File: src/rtl/riscv_m_pkg.sv
// Shared RV32M definitions: ctrl op codes, divider FSM states and default width.
package riscv_m_pkg;

    localparam int XLEN_DEFAULT = 32;

    typedef enum logic [4:0] {
        OP_MUL    = 5'd10,
        OP_MULH   = 5'd11,
        OP_MULHU  = 5'd12,
        OP_MULHSU = 5'd13,
        OP_DIV    = 5'd14,
        OP_DIVU   = 5'd15,
        OP_REM    = 5'd16,
        OP_REMU   = 5'd17
    } m_op_e;

    typedef enum logic [1:0] {
        IDLE,
        CALC,
        FIX,
        DONE
    } div_state_e;

    function automatic logic is_signed_div(input logic [4:0] op);
        return (op == OP_DIV) || (op == OP_REM);
    endfunction

    function automatic logic is_div_group(input logic [4:0] op);
        return (op == OP_DIV) || (op == OP_DIVU) || (op == OP_REM) || (op == OP_REMU);
    endfunction

endpackage

File: src/rtl/div_unit_step.sv
// One restoring-division iteration: shift {rem,quo} left, trial-subtract the divisor.
module div_step
    import riscv_m_pkg::*;
#(
    parameter int XLEN = XLEN_DEFAULT
) (
    input  logic [XLEN:0]   i_rem,
    input  logic [XLEN-1:0] i_quo,
    input  logic [XLEN-1:0] i_divisor,
    output logic [XLEN:0]   o_rem,
    output logic [XLEN-1:0] o_quo
);

    logic [XLEN+1:0] w_rem_sh;
    logic [XLEN+1:0] w_diff;

    assign w_rem_sh = {i_rem, i_quo[XLEN-1]};
    // The extra top bit of w_diff is the borrow of the trial subtraction.
    assign w_diff   = w_rem_sh - {2'b00, i_divisor};

    // NOTE: every output gets a default first so no latch is inferred.
    always_comb begin
        o_rem = w_rem_sh[XLEN:0];
        o_quo = {i_quo[XLEN-2:0], 1'b0};
        if (!w_diff[XLEN+1]) begin
            o_rem    = w_diff[XLEN:0];
            o_quo[0] = 1'b1;
        end
    end

endmodule

File: src/rtl/div_unit.sv
// Iterative radix-2 restoring divider for DIV/DIVU/REM/REMU with start/busy/done handshake.
// Optional DIV_EARLY_OUT_EN: divide-by-zero and signed overflow finish straight from accept.
module div_unit
    import riscv_m_pkg::*;
#(
    parameter int XLEN = XLEN_DEFAULT
) (
    input  logic            clk,
    input  logic            rst,
    input  logic            start,
    input  logic [XLEN-1:0] A,
    input  logic [XLEN-1:0] B,
    input  logic [4:0]      ctrl,
    output logic [XLEN-1:0] Y,
    output logic            busy,
    output logic            done
);

    localparam int            CW   = $clog2(XLEN);
    localparam logic [CW-1:0] LAST = CW'(XLEN - 1);
    localparam logic [XLEN-1:0] INT_MIN = {1'b1, {(XLEN-1){1'b0}}};

    div_state_e      r_state, w_next;
    logic [CW-1:0]   r_cnt;
    logic [XLEN-1:0] r_y;
    logic [XLEN:0]   r_rem;
    logic [XLEN-1:0] r_quo, r_div, r_a;
    logic [4:0]      r_op;
    logic            r_neg_q, r_neg_r, r_b_zero, r_ovf;

    logic            w_accept, w_early, w_a_neg, w_b_neg, w_b_zero, w_ovf;
    logic [XLEN:0]   w_rem_nxt;
    logic [XLEN-1:0] w_quo_nxt, w_quo_fix, w_rem_fix, w_fix_y;

    // Special cases override the iterated result; unlisted ops read as zero.
    function automatic logic [XLEN-1:0] result_sel(
        input logic [4:0]      op,
        input logic            b_zero,
        input logic            ovf,
        input logic [XLEN-1:0] a,
        input logic [XLEN-1:0] quo,
        input logic [XLEN-1:0] rem
    );
        case (op)
            OP_DIV:  return b_zero ? '1 : (ovf ? a : quo);
            OP_DIVU: return b_zero ? '1 : quo;
            OP_REM:  return b_zero ? a : (ovf ? '0 : rem);
            OP_REMU: return b_zero ? a : rem;
            default: return '0;
        endcase
    endfunction

    assign w_accept = start && (r_state == IDLE || r_state == DONE);
    assign w_a_neg  = is_signed_div(ctrl) && A[XLEN-1];
    assign w_b_neg  = is_signed_div(ctrl) && B[XLEN-1];
    assign w_b_zero = (B == '0);
    assign w_ovf    = is_signed_div(ctrl) && (A == INT_MIN) && (B == '1);

`ifdef DIV_EARLY_OUT_EN
    logic [XLEN-1:0] w_early_y;
    assign w_early   = w_accept && is_div_group(ctrl) && (w_b_zero || w_ovf);
    assign w_early_y = result_sel(ctrl, w_b_zero, w_ovf, A, '0, '0);
`else
    assign w_early   = 1'b0;
`endif

    div_step #(.XLEN(XLEN)) u_step (
        .i_rem     (r_rem),
        .i_quo     (r_quo),
        .i_divisor (r_div),
        .o_rem     (w_rem_nxt),
        .o_quo     (w_quo_nxt)
    );

    assign w_quo_fix = r_neg_q ? -r_quo : r_quo;
    assign w_rem_fix = r_neg_r ? -r_rem[XLEN-1:0] : r_rem[XLEN-1:0];
    assign w_fix_y   = result_sel(r_op, r_b_zero, r_ovf, r_a, w_quo_fix, w_rem_fix);

    always_comb begin
        w_next = r_state;
        case (r_state)
            IDLE, DONE: begin
                if (w_accept)
                    w_next = w_early ? DONE : CALC;
                else
                    w_next = IDLE;
            end
            CALC:    if (r_cnt == LAST) w_next = FIX;
            FIX:     w_next = DONE;
            default: w_next = IDLE;
        endcase
    end

    always_ff @(posedge clk) begin
        if (rst) begin
            r_state <= IDLE;
            r_cnt   <= '0;
            r_y     <= '0;
        end else begin
            r_state <= w_next;
            if (w_accept)
                r_cnt <= '0;
            else if (r_state == CALC)
                r_cnt <= r_cnt + 1'b1;
            if (r_state == FIX)
                r_y <= w_fix_y;
`ifdef DIV_EARLY_OUT_EN
            if (w_early)
                r_y <= w_early_y;
`endif
        end
    end

    // NOTE: the datapath is loaded on every accept, so it carries no reset.
    always_ff @(posedge clk) begin
        if (w_accept) begin
            r_op     <= ctrl;
            r_a      <= A;
            r_rem    <= '0;
            r_quo    <= w_a_neg ? -A : A;
            r_div    <= w_b_neg ? -B : B;
            r_neg_q  <= w_a_neg ^ w_b_neg;
            r_neg_r  <= w_a_neg;
            r_b_zero <= w_b_zero;
            r_ovf    <= w_ovf;
        end else if (r_state == CALC) begin
            r_rem <= w_rem_nxt;
            r_quo <= w_quo_nxt;
        end
    end

    assign Y    = r_y;
    assign busy = (r_state == CALC) || (r_state == FIX);
    assign done = (r_state == DONE);

endmodule

File: config.mk
export PLATFORM = sky130hd
export DESIGN_NAME = div_unit
export DESIGN_NICKNAME = d
export VERILOG_FILES = /design/src/rtl/riscv_m_pkg.sv /design/src/rtl/div_unit_step.sv /design/src/rtl/div_unit.sv
export SDC_FILE = /design/constraint.sdc
export NUM_CORES = 1
export LEC_CHECK = 0
export ABC_AREA = 1
export CAP_MARGIN = 20
export CELL_PAD_IN_SITES_DETAIL_PLACEMENT = 1
export CELL_PAD_IN_SITES_GLOBAL_PLACEMENT = 2
export CORE_MARGIN = 8
export CORE_UTILIZATION = 34
export CTS_CLUSTER_SIZE = 30
export DETAILED_ROUTE_END_ITERATION = 8
export PLACE_DENSITY = 0.92
export SLEW_MARGIN = 40
export SYNTH_ARGS = -nofsm -noshare
export SYNTH_HDL_FRONTEND = slang
export SYNTH_SLANG_ARGS = --single-unit
export TNS_END_PERCENT = 20
File: constraint.sdc
create_clock -name clk -period 5 [get_ports clk]
set_clock_uncertainty 0.2 [all_clocks]
set_input_delay 0.5 -clock clk [delete_from_list [all_inputs] [get_ports clk]]
set_output_delay 0.5 -clock clk [all_outputs]
set_load 0.01 [all_outputs]
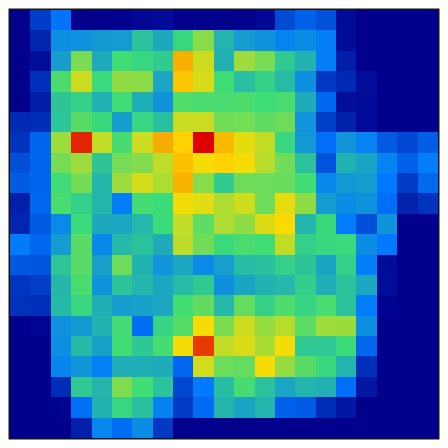
Fig. 1. Signal metal coverage by tile.
21 x 21 tiles, from dark blue (low) to red (high), scaled to the fullest tile. Values are wire area over tile area, all layers added.
- emptiest ninth of the die: north-east
- mean over tiles: 0.18
- tiles over half the peak: 27%
- densest ninth of the die: center
- nearly empty tiles: 20%
WL/cell: 19.97 um
vias post-DR: 13,540
Routed WL: 51.00 mm

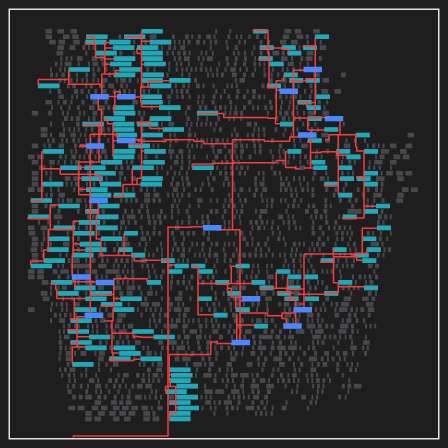
Fig. 2. Clock distribution.
- red: clock wires (length 2,540 um)
- blue: cells driving clock nets (count 17)
- cyan: flip-flops (count 177)
- flops lie: widely spread
clk ins delay skew pair: 0.46 ns
Clock Power Share: 14.4%
Clk. pwr: 1.35 mW

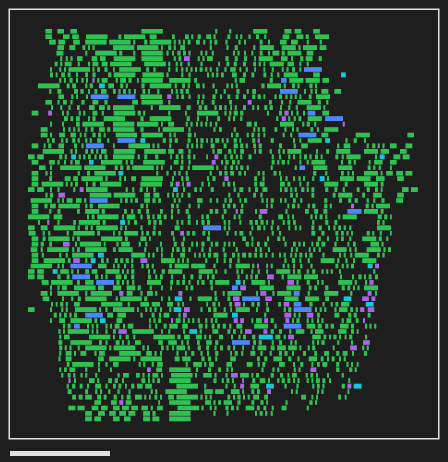
Fig. 3. Sizing map.
The bar under the picture is 50 um long.
- cyan: drive 3 to 4 (cells 26; share 1.3%)
- purple: drive 2 (cells 67; share 3.3%)
- green: drive 1 or less (cells 1,917; share 94%)
- blue: drive 6 and up (cells 26; share 1.3%)
Syn-to-layout area delta: 16.04%
setup ws final: 1.734 ns
Buffers excl. clock: 118
Final Cell Area: 15,350 um^2

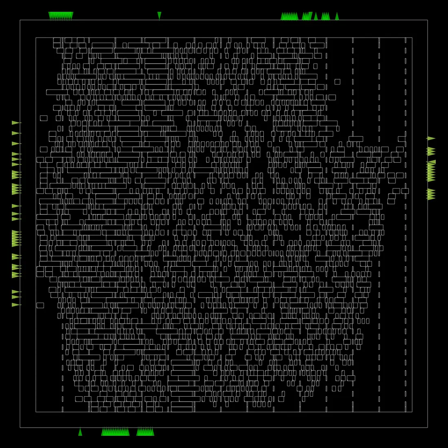
Fig. 4. Cell outlines without signal wires.
CORE AREA: 38,560 um^2
# Taps: 518

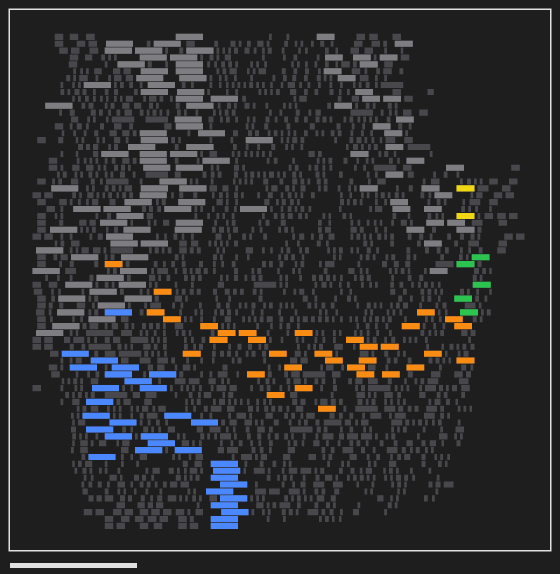
Fig. 5. Where the registers sit.
The bar under the picture is 50 um long.
- yellow: r_state (placed flops 2)
- green: r_cnt (placed flops 5; where east)
- orange: r_rem (placed flops 33)
- blue: r_div (placed flops 32; where south-west)
- not colored: 105
seq pwr: 2.56 mW
Seq. cell area: 4594 um^2

==> results.txt <==
run results: status finished, final reports clean, Clock Sinks 177, ant diodes 0, Comb power frac 58.2%, GP Congestion 0.9512, Iter 0 DRT Violations 1,064, pwr/cell area 609.9 nW/um^2, Num CTS Buffers 17, internal power 4.437 mW, Cell Chain, Critical Path inv_1 -> ha_1 -> fa_1 -> inv_1 -> nand3_1 -> nand2_1 -> a21oi_1 -> o21ai_0 -> nand3b_1 -> nand2_1 -> nand2_1 -> a21oi_1 -> o21ai_1, max-capacitance violation count 0, max FFs per register 33, Post-CTS Repair Setup Buffers 0, TritonCTS clock tree built, cell taking the most area after synthesis edfxtp_1, tally of OpenROAD warnings 31, worst endpoint required time 5.15 ns, fin. max-slew vios 0, critical path fanouts, max 3, Fin. Hold Viols 0, Avg Inst Size Synth 6.818 um^2, crit path DAT 3.42 ns, Synth Seq Share 34.74%, crit end category flop, area share, top type 23.84%, Floorplan Nets 2,055, Setup CP Type reg2reg, share of cells above drive strength 1 5.845%, Port Buffers 105, Final min period 3.266 ns, number of enable flip-flop cells 105, P_sw 4.924 mW, # Cells Yosys 1,940, Startpoint Class flop, Area contributors post-synth edfxtp_1, nand2_1, dfxtp_1, inv_1, nand3_1, Hold Buf Count CTS 0, most used cell, CP nand2_1, Antenna Violating Nets Remaining 0, number of antenna violations at the first check in global routing 0, Initial Utilization 34.30%, vias per inst 5.303, sequential power share 27.4%, fillcell total 4,958, Warnings, synthesis 0, DP HPWL 41.15 mm, placed instance area 14,770 um^2, CP Buf/Inv Count 2, YS chip area 13,230 um^2, Synth Cell Area 13,230 um^2, final hold slack 0.2659 ns, largest net degree at the start of global routing 102, die area 45,470 um^2, iteration tally of the first detailed-router pass 5, Die X 213.2 um, vias in the first global route 13,500, RSZ-0062 raised after global routing no, Cells after Synth 1,940, CP max stage delay 0.56 ns, clk slew on worst S/H paths 0.07 ns, # rows 72, first-pass GRT wire length 77.87 mm, Remaining DRCs 0, Tot Pwr 9.361 mW, logic area 7475 um^2, leakage power 6.610 nW, cell family with most CP delay AND-OR/OR-AND gates, fin crit share 65.32%, count of different cell masters after synthesis 52, Peak VDD IR 368.7 uV, slew margin rel. 48.91%, Max Fclk 0.3062 GHz, Final nets 2,138, Net Sw Frac 52.60%, FFs w/ async S/R, synth 0%, Post-Place Cells 2,522, Post-CTS Resized 0, Least-Margin Pin Slew 0.7639 ns, Non-Filler Instances 2,554, # IOs 106, setup TNS 0 ns, ys flops 177, gr usage total 22.25%, Clock Path Buffers 2, Hold Path Class reg2reg, H-tree depth 4, slowest stage cell, crit path o21ai_0, grt ovf 0, Reg with most FFs r_rem, final setup vio count 0, Top FF cell, synth edfxtp_1, Die Span Y 213.2 um, CTS Root Cell clkbuf_16
-- cell type report --
| cell class | instances | area share (%) |
|---|---|---|
| clock buffer | 18 | 2.796 |
| clock inverter | 14 | 0.9538 |
| inverter | 238 | 5.829 |
| multi-input combinational | 1471 | 48.70 |
| sequential | 177 | 29.93 |
| tap | 518 | 4.223 |
| timing repair buffer | 118 | 7.565 |
-- power groups by stage --
stage / sequential (mW) / clock (mW) / combinational, mW
6_report: 2.56 / 1.35 / 5.45
5_1_grt: 2.60 / 1.43 / 6.08
4_1_cts: 2.55 / 1.38 / 5.41
3_5_place_dp: 2.58 / 0 / 5.36
3_3_place_gp: 2.56 / 0 / 5.23
2_1_floorplan: 2.37 / 0 / 3.96
-- final timing paths --
path	startpoint	slack, ns	to	depth (start not counted)
max	r_quo[31]$_DFFE_PP_	1.73	r_rem[30]$_SDFFE_PP0P_	13
min	Y[19]$_SDFFE_PP0P_	0.27	Y[19]$_SDFFE_PP0P_	2
max reg2reg	r_quo[31]$_DFFE_PP_	1.73	r_rem[30]$_SDFFE_PP0P_	13
min reg2reg	Y[19]$_SDFFE_PP0P_	0.27	Y[19]$_SDFFE_PP0P_	2
-- cell usage after synthesis, types with 3 or more instances --
master,count
a21o_1,3
a21oi_1,120
buf_1,6
buf_2,11
buf_6,4
clkbuf_1,31
dfxtp_1,72
edfxtp_1,105
ha_1,42
inv_1,228
inv_2,8
nand2_1,534
nand2_2,10
nand2_4,7
nand3_1,170
nand3_2,11
nand3b_1,10
nand4_1,37
nor2_1,182
nor2_2,10
nor3_1,30
nor3_2,5
nor4_1,8
o211ai_1,4
o21a_1,7
o21ai_0,134
o21ai_1,28
o21ai_2,6
o31ai_1,5
or2_2,9
xnor2_1,32
xor2_1,45
-- cell families (layout without fill, tap and decap cells) --
group	after synthesis	after routing	share of synthesized area (%)
xor+xnor	77	77	5.099
compound gates	322	322	13.06
fa+ha+maj	43	43	4.124
flops	177	177	34.74
simple gates	1029	1029	34.21
buf+inv	292	388	8.769
-- layout by cell type, fill, tap and decap left out, types with 3 or more instances in the layout --
master,n
nand2_4,7
clkdlybuf4s50_1,105
nor2_1,181
xor2_1,45
inv_6,5
a21oi_1,120
clkinv_4,4
o21ai_0,134
clkbuf_16,17
nand3b_1,10
nor3_2,5
nand4_1,37
o21ai_2,6
nand2_1,534
o211ai_1,4
nor2_2,11
dfxtp_1,72
nor4_1,8
ha_1,42
buf_4,12
nand3_2,11
or2_2,9
nand2_2,10
o21a_1,7
inv_2,10
inv_1,225
a21o_1,3
edfxtp_1,105
nand3_1,170
o31ai_1,5
xnor2_1,32
o21ai_1,28
nor3_1,30
-- metrics by stage --
step	utilization [%]	setup WS, ns
after floorplan	-	0.9508
after global placement	38.31	1.778
after detailed placement	38.31	1.730
after CTS	39.81	1.786
after global routing	39.81	1.660
final	39.81	1.734
-- routing by layer --
metal	vias up	part of all wire [%]	wire [um]	GRT usage (%)
met5	-	0	0	0
met3	55	5.0	2564	3.596
met1	6601	47	24090	30.29
met4	0	2.1	1079	6.618
li1	6579	-	-	-
met2	308	46	23260	35.88
Power is estimated from default activity; no workload was simulated.
